===== config.mk =====
export PLATFORM = sky130hd
export DESIGN_NAME = gc_stream_serializer
export DESIGN_NICKNAME = d
export VERILOG_FILES = /design/src/rtl/gc_stream_pkg.sv /design/src/rtl/gc_dual_push_fifo.sv /design/src/rtl/gc_stream_serializer.sv
export SDC_FILE = /design/constraint.sdc
export NUM_CORES = 2
export LEC_CHECK = 0
export CORE_MARGIN = 5
export CORE_UTILIZATION = 50
export DETAILED_ROUTE_END_ITERATION = 6
export HOLD_SLACK_MARGIN = 0.03
export PLACE_DENSITY = 0.76
export REMOVE_ABC_BUFFERS = 1
export SYNTH_ARGS = -nofsm -noshare
export SYNTH_HDL_FRONTEND = slang
export SYNTH_SLANG_ARGS = --single-unit
export TNS_END_PERCENT = 50

===== constraint.sdc =====
create_clock -name clk -period 32.5 [get_ports clk]
set_input_delay 3.25 -clock clk [delete_from_list [all_inputs] [get_ports clk]]
set_output_delay 3.25 -clock clk [all_outputs]
set_load 0.01 [all_outputs]

===== src/rtl/gc_stream_pkg.sv =====
// -----------------------------------------------------------------------------
// gc_stream_pkg
//   Shared types and constants for the garbler output stream serializer.
//   - rec_type_t     : 2-bit record type carried in the header word
//   - TAG_*          : garbler tag encodings seen on the input side
//   - HDR_*          : header word field positions
//   - gc_rec_t       : record layout {type, index, data} at the default
//                      geometry (S=16, K=128); the serializer uses the same
//                      packing order for any S/K via gc_rec_width().
// -----------------------------------------------------------------------------
package gc_stream_pkg;

    typedef enum logic [1:0] {
        REC_LABEL = 2'b00,
        REC_KEY   = 2'b01,
        REC_TABLE = 2'b10,
        REC_MASK  = 2'b11
    } rec_type_t;

    // Tag encodings. Any tag with bit 2 set is a label tag whose low bits
    // select which slots carry a label.
    localparam logic [2:0] TAG_IDLE  = 3'b000;
    localparam logic [2:0] TAG_KEY   = 3'b001;
    localparam logic [2:0] TAG_TABLE = 3'b010;
    localparam logic [2:0] TAG_MASK  = 3'b011;
    localparam int TAG_LABEL_BIT = 2;
    localparam int TAG_SLOT0_BIT = 0;
    localparam int TAG_SLOT1_BIT = 1;

    // Header word: type in the top HDR_TYPE_W bits, index from bit 0 up.
    localparam int HDR_TYPE_W  = 2;
    localparam int HDR_IDX_LSB = 0;

    localparam int GC_S_DEF = 16;
    localparam int GC_K_DEF = 128;

    typedef struct packed {
        rec_type_t             rtype;
        logic [GC_S_DEF-1:0]   index;
        logic [GC_K_DEF-1:0]   data;
    } gc_rec_t;

    function automatic int gc_rec_width(input int s, input int k);
        return HDR_TYPE_W + s + k;
    endfunction

endpackage


===== src/rtl/gc_dual_push_fifo.sv =====
// -----------------------------------------------------------------------------
// gc_dual_push_fifo
//   Record FIFO accepting 0, 1 or 2 pushes and at most one pop per cycle.
//   The caller guarantees push_n <= free and pop only when !empty.
//   Ports:
//     clk, rst        clock, asynchronous active-low reset
//     push_n          number of records to push this cycle (0..2)
//     din0, din1      records; din0 is written first, din1 only if push_n==2
//     pop             retire the head entry
//     head            current head entry
//     head_next       entry behind the head (meaningful when 2+ entries held)
//     empty           no entries held
//     free            free entries, as seen before this cycle's push/pop
// -----------------------------------------------------------------------------
module gc_dual_push_fifo #(
    parameter int DEPTH = 16,
    parameter int REC_W = 146,
    parameter int CW    = $clog2(DEPTH + 1)
) (
    input  logic             clk,
    input  logic             rst,
    input  logic [1:0]       push_n,
    input  logic [REC_W-1:0] din0,
    input  logic [REC_W-1:0] din1,
    input  logic             pop,
    output logic [REC_W-1:0] head,
    output logic [REC_W-1:0] head_next,
    output logic             empty,
    output logic [CW-1:0]    free
);

    localparam int AW = $clog2(DEPTH);

    logic [REC_W-1:0] mem [DEPTH];
    logic [AW-1:0]    wr_ptr;
    logic [AW-1:0]    rd_ptr;
    logic [CW-1:0]    count;

    // Storage carries no reset; occupancy is tracked by the pointers/count.
    always_ff @(posedge clk) begin
        if (push_n != 2'd0) mem[wr_ptr] <= din0;
        if (push_n == 2'd2) mem[wr_ptr + AW'(1)] <= din1;
    end

    // DEPTH is a power of two, so pointer arithmetic wraps naturally.
    always_ff @(posedge clk or negedge rst) begin
        if (!rst) begin
            wr_ptr <= '0;
            rd_ptr <= '0;
            count  <= '0;
        end else begin
            wr_ptr <= wr_ptr + AW'(push_n);
            if (pop) rd_ptr <= rd_ptr + AW'(1);
            count  <= count + CW'(push_n) - CW'(pop);
        end
    end

    assign head      = mem[rd_ptr];
    assign head_next = mem[rd_ptr + AW'(1)];
    assign empty     = (count == '0);
    assign free      = CW'(DEPTH) - count;

endmodule


===== src/rtl/gc_stream_serializer.sv =====
// -----------------------------------------------------------------------------
// gc_stream_serializer
//   Captures the garbler core's tagged label/key/table/mask stream into a
//   dual-push FIFO and serialises each record as one header word followed by
//   K/W payload words (most-significant first) on a valid/ready link.
//   Optional build macro: GC_REC_COUNT_EN -- adds a saturating count of
//   emitted records, sent as a trailer word after the mask record; out_last
//   then marks the trailer and done follows its handshake.
//   Ports:
//     clk, rst            clock, asynchronous active-low reset
//     start               pulse: clear done/overflow/count, re-arm capture
//     tag                 garbler tag
//     index0/1, data0/1   slot 0/1 index and data
//     out_data/out_valid  serialised word and its valid
//     out_ready           downstream accept
//     out_last            final word of the stream
//     done                sticky, stream fully emitted
//     overflow            sticky, a cycle's records were dropped
// -----------------------------------------------------------------------------
module gc_stream_serializer
    import gc_stream_pkg::*;
#(
    parameter int S     = 16,
    parameter int K     = 128,
    parameter int W     = 32,
    parameter int DEPTH = 16
) (
    input  logic         clk,
    input  logic         rst,
    input  logic         start,
    input  logic [2:0]   tag,
    input  logic [S-1:0] index0,
    input  logic [S-1:0] index1,
    input  logic [K-1:0] data0,
    input  logic [K-1:0] data1,
    output logic [W-1:0] out_data,
    output logic         out_valid,
    input  logic         out_ready,
    output logic         out_last,
    output logic         done,
    output logic         overflow
);

    localparam int NW        = K / W;
    localparam int REC_W     = gc_rec_width(S, K);
    localparam int CW        = $clog2(DEPTH + 1);
    localparam int BW        = (NW > 1) ? $clog2(NW) : 1;
    localparam logic [BW-1:0] LAST_BEAT = BW'(NW - 1);

`ifdef GC_REC_COUNT_EN
    localparam bit MASK_LAST_ON_PAYLOAD = 1'b0;
    typedef enum logic [2:0] {ST_IDLE, ST_HDR, ST_PAY, ST_DONE, ST_TRAILER} state_t;
`else
    localparam bit MASK_LAST_ON_PAYLOAD = 1'b1;
    typedef enum logic [1:0] {ST_IDLE, ST_HDR, ST_PAY, ST_DONE} state_t;
`endif

    // ------------------------------------------------------------------
    // Record helpers: layout is {type, index, data}.
    // ------------------------------------------------------------------
    function automatic logic [REC_W-1:0] pack_rec(input rec_type_t t,
                                                  input logic [S-1:0] idx,
                                                  input logic [K-1:0] d);
        return {t, idx, d};
    endfunction

    function automatic logic is_mask(input logic [REC_W-1:0] r);
        return r[REC_W-1 -: HDR_TYPE_W] == REC_MASK;
    endfunction

    function automatic logic [W-1:0] hdr_word(input logic [REC_W-1:0] r);
        logic [W-1:0] w;
        w = '0;
        w[W-1 -: HDR_TYPE_W] = r[REC_W-1 -: HDR_TYPE_W];
        w[HDR_IDX_LSB +: S]  = r[K +: S];
        return w;
    endfunction

    function automatic logic [W-1:0] pay_word(input logic [REC_W-1:0] r, input int b);
        return r[(NW-1-b)*W +: W];
    endfunction

    // ------------------------------------------------------------------
    // Tag decode
    // ------------------------------------------------------------------
    logic             armed;
    logic [1:0]       need;
    logic [REC_W-1:0] rec0, rec1;
    logic             mask_req;
    logic             fits;
    logic [1:0]       push_n;
    logic             drop;
    logic [CW-1:0]    fifo_free;

    always_comb begin
        need     = 2'd0;
        rec0     = '0;
        rec1     = '0;
        mask_req = 1'b0;
        if (armed) begin
            if (tag[TAG_LABEL_BIT]) begin
                // A lone slot-1 label still goes through the first push port.
                if (tag[TAG_SLOT0_BIT] && tag[TAG_SLOT1_BIT]) begin
                    need = 2'd2;
                    rec0 = pack_rec(REC_LABEL, index0, data0);
                    rec1 = pack_rec(REC_LABEL, index1, data1);
                end else if (tag[TAG_SLOT0_BIT]) begin
                    need = 2'd1;
                    rec0 = pack_rec(REC_LABEL, index0, data0);
                end else if (tag[TAG_SLOT1_BIT]) begin
                    need = 2'd1;
                    rec0 = pack_rec(REC_LABEL, index1, data1);
                end
            end else begin
                case (tag)
                    TAG_KEY: begin
                        need = 2'd2;
                        rec0 = pack_rec(REC_KEY, S'(0), data0);
                        rec1 = pack_rec(REC_KEY, S'(1), data1);
                    end
                    TAG_TABLE: begin
                        need = 2'd2;
                        rec0 = pack_rec(REC_TABLE, index0, data0);
                        rec1 = pack_rec(REC_TABLE, index1, data1);
                    end
                    TAG_MASK: begin
                        need     = 2'd1;
                        mask_req = 1'b1;
                        rec0     = pack_rec(REC_MASK, S'(0), data0);
                    end
                    TAG_IDLE: ;
                    default:  ;
                endcase
            end
        end
    end

    // All-or-nothing: the free count is the pre-pop value.
    assign fits   = (CW'(need) <= fifo_free);
    assign push_n = fits ? need : 2'd0;
    assign drop   = (need != 2'd0) && !fits;

    always_ff @(posedge clk or negedge rst) begin
        if (!rst) begin
            armed    <= 1'b1;
            overflow <= 1'b0;
        end else if (start) begin
            armed    <= 1'b1;
            overflow <= 1'b0;
        end else begin
            if (drop)            overflow <= 1'b1;
            if (mask_req && fits) armed   <= 1'b0;
        end
    end

    // ------------------------------------------------------------------
    // Record FIFO
    // ------------------------------------------------------------------
    logic             pop;
    logic [REC_W-1:0] head, head_next;
    logic             fifo_empty;
    logic             has_second;

    gc_dual_push_fifo #(
        .DEPTH (DEPTH),
        .REC_W (REC_W),
        .CW    (CW)
    ) u_fifo (
        .clk       (clk),
        .rst       (rst),
        .push_n    (push_n),
        .din0      (rec0),
        .din1      (rec1),
        .pop       (pop),
        .head      (head),
        .head_next (head_next),
        .empty     (fifo_empty),
        .free      (fifo_free)
    );

    // Lets the next header follow the last payload word without a bubble.
    assign has_second = (fifo_free <= CW'(DEPTH - 2));

`ifdef GC_REC_COUNT_EN
    logic [W-1:0] rec_cnt, rec_cnt_inc;

    assign rec_cnt_inc = (rec_cnt == '1) ? rec_cnt : rec_cnt + 1'b1;

    always_ff @(posedge clk or negedge rst) begin
        if (!rst)       rec_cnt <= '0;
        else if (start) rec_cnt <= '0;
        else if (pop)   rec_cnt <= rec_cnt_inc;
    end
`endif

    // ------------------------------------------------------------------
    // Serializer FSM; the output word registers are loaded alongside it.
    // ------------------------------------------------------------------
    state_t         state_q, state_d;
    logic [BW-1:0]  beat_q, beat_d, beat_nxt;
    logic [W-1:0]   od_d;
    logic           ov_d, ol_d;
    logic           hs;

    assign hs = out_valid && out_ready;

    always_comb begin
        state_d  = state_q;
        beat_d   = beat_q;
        beat_nxt = beat_q + 1'b1;
        od_d     = out_data;
        ov_d     = out_valid;
        ol_d     = out_last;
        pop      = 1'b0;
        case (state_q)
            ST_IDLE: begin
                if (!fifo_empty) begin
                    state_d = ST_HDR;
                    od_d    = hdr_word(head);
                    ov_d    = 1'b1;
                    ol_d    = 1'b0;
                end
            end
            ST_HDR: begin
                if (hs) begin
                    state_d = ST_PAY;
                    beat_d  = '0;
                    od_d    = pay_word(head, 0);
                    ol_d    = MASK_LAST_ON_PAYLOAD && is_mask(head) && (NW == 1);
                end
            end
            ST_PAY: begin
                if (hs) begin
                    if (beat_q == LAST_BEAT) begin
                        pop  = 1'b1;
                        ol_d = 1'b0;
                        if (is_mask(head)) begin
`ifdef GC_REC_COUNT_EN
                            state_d = ST_TRAILER;
                            od_d    = rec_cnt_inc;
                            ov_d    = 1'b1;
                            ol_d    = 1'b1;
`else
                            state_d = ST_DONE;
                            od_d    = '0;
                            ov_d    = 1'b0;
`endif
                        end else if (has_second) begin
                            state_d = ST_HDR;
                            od_d    = hdr_word(head_next);
                            ov_d    = 1'b1;
                        end else begin
                            state_d = ST_IDLE;
                            od_d    = '0;
                            ov_d    = 1'b0;
                        end
                    end else begin
                        beat_d = beat_nxt;
                        od_d   = pay_word(head, int'(beat_nxt));
                        ol_d   = MASK_LAST_ON_PAYLOAD && is_mask(head) && (beat_nxt == LAST_BEAT);
                    end
                end
            end
`ifdef GC_REC_COUNT_EN
            ST_TRAILER: begin
                if (hs) begin
                    state_d = ST_DONE;
                    od_d    = '0;
                    ov_d    = 1'b0;
                    ol_d    = 1'b0;
                end
            end
`endif
            ST_DONE: begin
                ov_d = 1'b0;
                ol_d = 1'b0;
                if (start) state_d = ST_IDLE;
            end
            default: state_d = ST_IDLE;
        endcase
    end

    always_ff @(posedge clk or negedge rst) begin
        if (!rst) begin
            state_q   <= ST_IDLE;
            beat_q    <= '0;
            out_data  <= '0;
            out_valid <= 1'b0;
            out_last  <= 1'b0;
        end else begin
            state_q   <= state_d;
            beat_q    <= beat_d;
            out_data  <= od_d;
            out_valid <= ov_d;
            out_last  <= ol_d;
        end
    end

    assign done = (state_q == ST_DONE);

endmodule


Sequential cells coloured by netlist name:
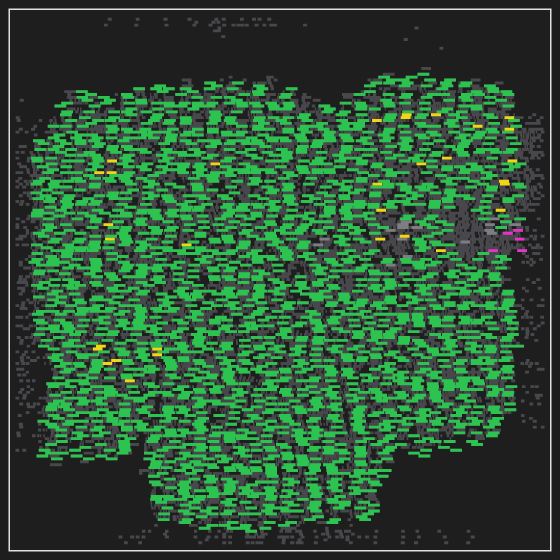
| colour | netlist name | placed flops |
|---|---|---|
| green | u_fifo.mem | 2336 |
| magenta | u_fifo.count | 5 |
| yellow | out_data | 32 |
proportion of cell area occupied by registers: 52.8%
Final Core Density: 55.0%
sequential cell power: 4.23 mW
Storage cell area: 0.0715 sq mm

PDN straps and rails:
Pins as bars on the die edge.
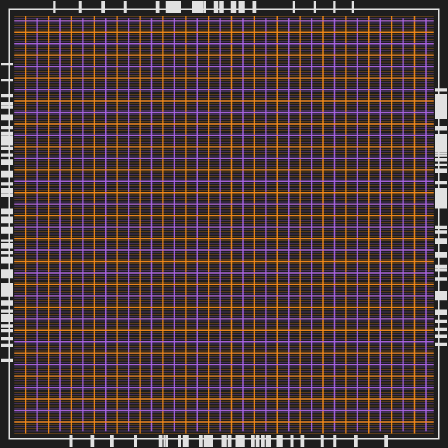
| colour | net |
|---|---|
| orange | VSS |
| purple | VDD |
signal pins: 331
met5 straps: 36
met4 straps: 36
area of the placeable core: 0.246 sq mm
worst vdd ir: 57.8 uV
Die Span X: 508 um
vertical die dimension: 508 um

Clock wiring as the flow saved it:
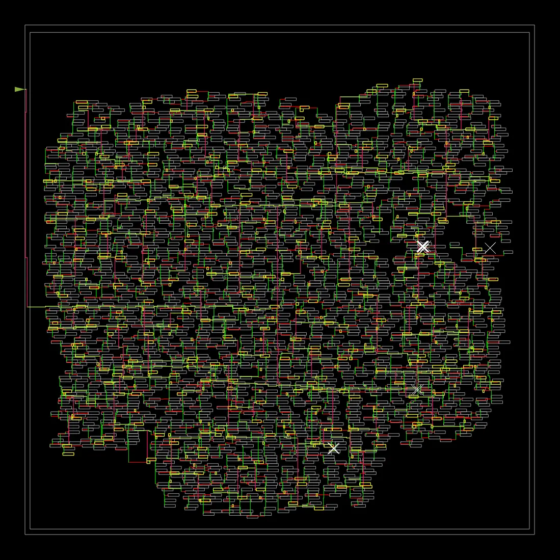
clk_buf instances: 292
flop count: 2389

The metal 1 layer:
Supply wires on this layer in grey.
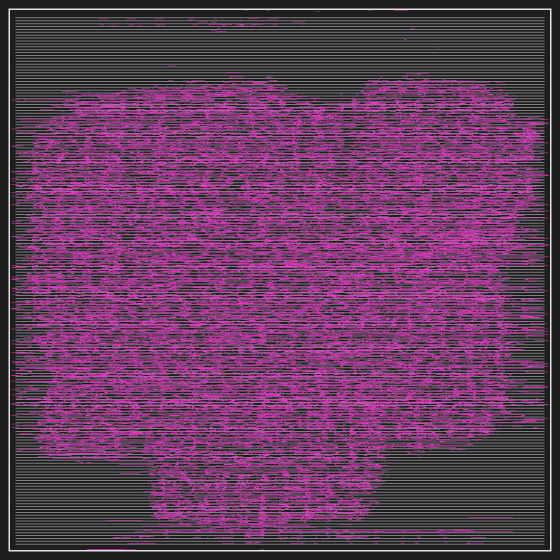
wire length on this layer: 139 mm
longest straight run: 120 um
share of all routed wire: 33%
nets with wire on the layer: 10266

==> impl_metrics.py <==
# Synthesis and PnR figures
metrics = {
    "outcome": {
        "run_status": "finished with violations",
        "failed_checks": "design-rule violations",
    },
    "power_and_ir_drop": {
        "powerDensity_mw_per_mm2": 75.2,
        "net-switching-power_mw": 3.52,
        "p_clk_share_pct": 27.4,
        "fin_total_pwr_mw": 10.2,
        "power.clock.total_mw": 2.79,
    },
    "cells_and_area": {
        "layout-drive-gt1-share_pct": 11.1,
        "final_cells": 13954,
        "layout.cells.most_common_list": "nand2_1 (2697), edfxtp_1 (2336), o21ai_0 (2314), mux4_2 (512), mux2i_1 (380)",
        "count_of_filler_cells_inserted_in_the_layout": 19736,
        "buf_share_pct": 3.75,
        "reg_top3": "u_fifo.mem (2336), out_data (32), u_fifo.count (5)",
        "number_of_non_clock_buffers_in_the_layout": 530,
    },
    "timing": {
        "post-route-worst-setup-slack_ns": 22.06,
        "hold_viol": 0,
        "maxSlewViolCount": 0,
        "setup-tns-final_ns": 0,
        "final-setup-viol-count": 0,
        "timing.max_slew.rel_slack_pct": 1.74,
        "max_freq_mhz": 95.8,
    },
    "cts": {
        "postCtsResizedCells": 0,
        "numCtsBuffers": 236,
        "worst_setup_hold_path_clk_slew_ns": 0.06,
        "htree_levels": 4,
        "clock_latency_ns": 0.91,
        "root_buffer": "clkbuf_16",
    },
    "detailed_routing": {
        "top_layer": "met5",
        "wl_per_cell_um": 30.5,
        "routed_via_density": 6.79,
        "drtIter0Drc": 17150,
        "drt-met1-wl_um": 139000,
        "detail_route.drc_violations": 33,
    },
    "grt": {
        "grt_max_degree": 177,
        "global_route_wire_length_before_repair_um": 611000,
        "groute.layer.met1.usage_pct": 41.7,
        "antenna_found_initial": 14,
    },
    "worst_setup_path": {
        "crit_path_cell_trace": "clkdlybuf4s50_1, ha_1, nor3_1, nand3b_1, inv_8, ha_1, nor2b_1, o2111ai_1, nor2_4, buf_4, or4_1, o31ai_4, buf_4, buf_4, buf_4, buf_4",
        "timing.critical_path.to": "u_fifo.mem[8][86]$_DFFE_PP_",
        "crit_end_category": "flip-flop",
        "cp_depth": 16,
        "critical_path_at_ns": 10.95,
        "timing.critical_path.from_type": "input port",
        "worst-r2r-setup-slack_ns": 24.59,
        "timing.critical_path.mode_cell": "buf_4",
        "critical_path.top_delay_family": "buffers and inverters",
        "cp.buffers_inverters": 7,
        "crit_fanout": 125,
    },
    "placement": {
        "placement.setup.worst_slack_ns": 21.35,
        "postPlaceCellArea_sq_mm": 0.128,
    },
    "synth": {
        "mux_contribution_to_synthesized_area_pct": 12.6,
        "fa_ha_area_share_pct": 0.295,
        "synth-seq-cells": 2389,
        "number_of_enable_flip_flop_cells": 2336,
        "synthDominantAreaCellType": "edfxtp_1",
        "simple_gate_area_share_pct": 10.9,
    },
    "worst_hold_path": {
        "hold_path_class": "flip-flop to flip-flop",
        "timing.hold.worst_endpoint": "out_data[20]$_DFFE_PN0P_",
        "hp-start": "out_data[20]$_DFFE_PN0P_",
    },
    "flow_run": {
        "max_cap_violations": 0,
    },
}
No activity file was given, so power comes from the tool's default toggle rates.
